==> config.mk <==
export PLATFORM = sky130hd
export DESIGN_NAME = fifo_param
export DESIGN_NICKNAME = d
export VERILOG_FILES = /design/src/rtl/fifo_param_pkg.sv /design/src/rtl/fifo_param_mem_dp.sv /design/src/rtl/fifo_param.sv
export SDC_FILE = /design/constraint.sdc
export NUM_CORES = 1
export LEC_CHECK = 0
export CAP_MARGIN = 20
export CORE_MARGIN = 1
export CORE_UTILIZATION = 35
export DETAILED_ROUTE_END_ITERATION = 12
export PLACE_DENSITY = 0.59
export SLEW_MARGIN = 20
export SYNTH_ARGS = -nofsm -noshare
export SYNTH_HDL_FRONTEND = slang
export SYNTH_SLANG_ARGS = --single-unit
==> constraint.sdc <==
create_clock -name clk -period 2.8 [get_ports clk]
set_input_delay 0.84 -clock clk [delete_from_list [all_inputs] [get_ports clk]]
set_output_delay 0.84 -clock clk [all_outputs]
set_load 0.02 [all_outputs]
Figure 1. The metal 1 layer.
Bar = 20 um. Supply wires on this layer in grey. Cells faint in the background.
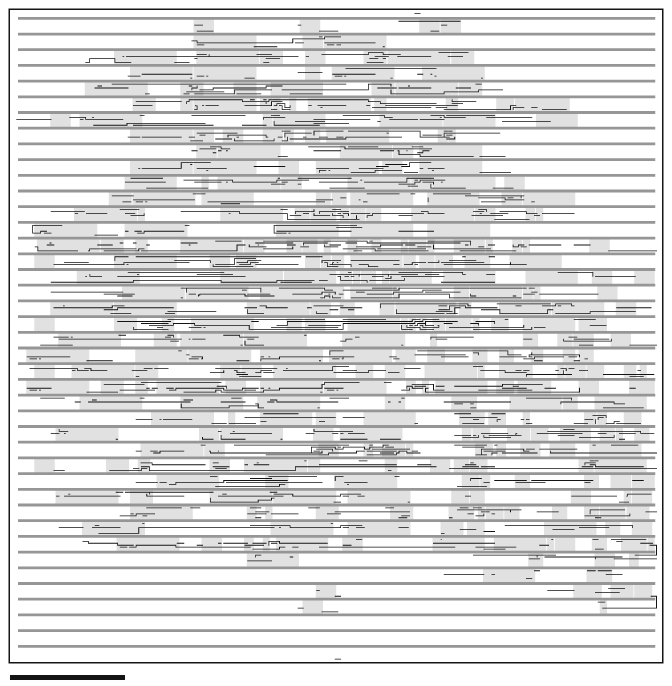
The layer holds 47% of the routed length. The layer carries 4060 um of wire. The wires run mostly horizontal.
met1 usage: 19.1%
Routed WL: 8.62 mm

Figure 2. Congestion heat map.
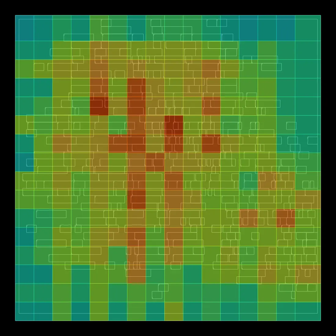
met3 usage: 3.96%
grt peak-use layer: met2
routing usage on met2: 23.6%
wire per inst: 17.3 um
Util after Layout: 45.7%

==> notes.md <==
flow finished, numbers: Power Density 1040 nW/um^2, Hold WS approximately 0.47 ns, xor/xnor share 1.83%, Startpoint Class input port, Post-CTS Setup Bufs 0, Max Slew Vio Count 0, Crit-path slowest cell ha_4, yosys adder share 3.77%, Top logic family multiplexers, critical path depth 8, Slew HR 60.6%, DIE HEIGHT 113 um, clock-net power 1.31 mW, clock network share of area 5.72%, Syn Std Cell Area 4310 sq um, antenna-violating nets left 0, Post-Synth AOI/OAI Area under 10%, layout cells sized above 1 25.0%, max reg flops 80, sw power 1.85 mW, DR iter-0 viols 80, Power Combinational approximately 2.2 mW, number of logged tool warnings 29, status finished, final reports clean, WS Path Type input port to output port, Final WS setup about 0.025 ns, CTS tree built, vias in the first global route 2508, n_taps 147, Worst path max stage delay 0.20 ns, Init Core Util between 30% and 40%, vias post-DR 2487, H-tree depth 3, setup slack at placement -0.862 ns, Fin. Hold Viols 0, Clk pwr share a little under a quarter, Synth-to-Final Area Change 27.4%, Storage cell area 2950 sq um, Comb power frac 39.1%, RD Place Congestion 0.744, Yosys Instances 273, Top FF cell, synth edfxtp_1, Die W around 110 um, Signal buffers 72, Flops after synth 102, logic share of the area 24.1%, Register-to-Register Path Depth 11, fraction of synthesis flops using an asynchronous set or reset pin 21.6%, DRC 0, EDFF count, synth 80, total track usage 14.3%, Comb gates 152, Pwr top combinational logic, Worst setup EP type output port, Int Pwr about 3.9 mW, register share of total power 38.0%, largest area contributor in the synthesized netlist edfxtp_1, gr ovfl total 0, largest net degree at the start of global routing 43, logic area 1320 sq um, worst slew pin tran 0.591 ns, Final Cycle Share 99.1%, post-cts gate resize count 27, Hold-fix buffers, CTS 0, r2r setup slk 0.31 ns, RSZ-0062 raised after global routing yes, Basic Gates by Area 5.05%, Avg Cell Area, Syn 15.8 sq um, Antenna Cells 0, commonest cells in the synthesized netlist edfxtp_1, dfrtp_1, mux2_2, mux2i_1, nand2_1, clk root buf clkbuf_16, antenna violations before repair 0, Area leader share between 50% and 60%, CTS sink cnt roughly 100, synthesis area per yosys between 4000 and 5000 sq um, max cap viols 0, I/O Pins 42, sequential-to-total area share from yosys stat 68.5%, WP data arrival 1.94 ns, row cnt 40, Synth Net Count 308, HPWL Detailed 5.58 mm, clk_lat worst skew 0.33 ns, first-pass GRT wire length 13.7 mm, CTS max path bufs 2, WP data required about 2.0 ns, Fill cells 1087, CP bufs+invs 3, Top cells by area edfxtp_1, dfrtp_1, mux2_2, most frequent CP cell o21a_1, Die Area 12800 sq um, synth warn 0, worst hold path class flip-flop to flip-flop, Synth Instances 273, core area ~12000 sq um, Via density 4.98, Worst Skew 0.00758 ns, flop count around 100, port bufs 41, Max Fclk approximately 360 MHz, mux share between 10 and 15%, top cell class by occupied area registers, sequential power roughly 2.2 mW, first-pass detailed-route iteration total 4, total CTS buffers 9, sequential cell area share 53.8%, Crit Path Max Fanout 2, Nets 382, CP top delay family AND-OR/OR-AND gates, clock buffer count 11, Signal buf overhead 12.3%, fin crit period roughly 2.8 ns
## through the flow
stage,instance area (sq um),utilization (%),cells,setup TNS [ns]
global route,5490,45.7,499,-0.0424
CTS,5460,45.5,499,-0.146
detailed placement,5110,42.5,483,-2.32
floorplan,4310,-,273,0
global placement,5110,42.5,483,-2.33
finish,5490,45.7,499,0
## placed cells by master (no fill, tap or decap), types with 2 or more instances in the layout
cell type / netlist / layout
edfxtp_1: 80 / 80
buf_4: 4 / 29
xnor2_1: 5 / 5
a21o_1: 4 / 4
clkdlybuf4s50_1: 0 / 30
dfrtp_1: 22 / 21
clkbuf_16: 0 / 9
nand2b_1: 5 / 4
inv_1: 10 / 7
mux2_2: 21 / 21
clkbuf_1: 1 / 2
buf_6: 2 / 3
mux2i_1: 21 / 21
bufinv_16: 0 / 2
a221o_1: 10 / 10
o21ai_4: 2 / 2
buf_12: 0 / 3
dlygate4sd2_1: 0 / 4
nand2_1: 17 / 17
nor2_1: 7 / 7
dlymetal6s2s_1: 0 / 2
a21oi_1: 2 / 2
o22ai_1: 10 / 10
inv_2: 0 / 2
ha_4: 0 / 4
o21a_1: 2 / 2
xor2_1: 4 / 4
o21ai_1: 10 / 11
nor3_1: 6 / 5
ha_1: 13 / 8
## worst register-to-register path, delay by kind of cell (launching register included)
kind	cells	cell delay (ns)
and+or+nand+nor	2	0.48
AOI/OAI and AO/OA	2	0.28
buffers and inverters	2	0.28
DFF	1	0.45
adders and majority gates	2	0.43
xor gates and xnor gates	3	0.45
## per-layer routing
layer / part of all wire [%] / vias up / GRT usage (%) / wire length, um
met5: 0 / - / 0 / 0
met4: 0.48 / 0 / 2.89 / 41
met3: 4.8 / 4 / 3.96 / 411
met2: 48 / 63 / 23.6 / 4100
met1: 47 / 1232 / 19.1 / 4060
li1: - / 1188 / - / -
Power figures rest on the tool's default switching activity, not on a simulated workload.
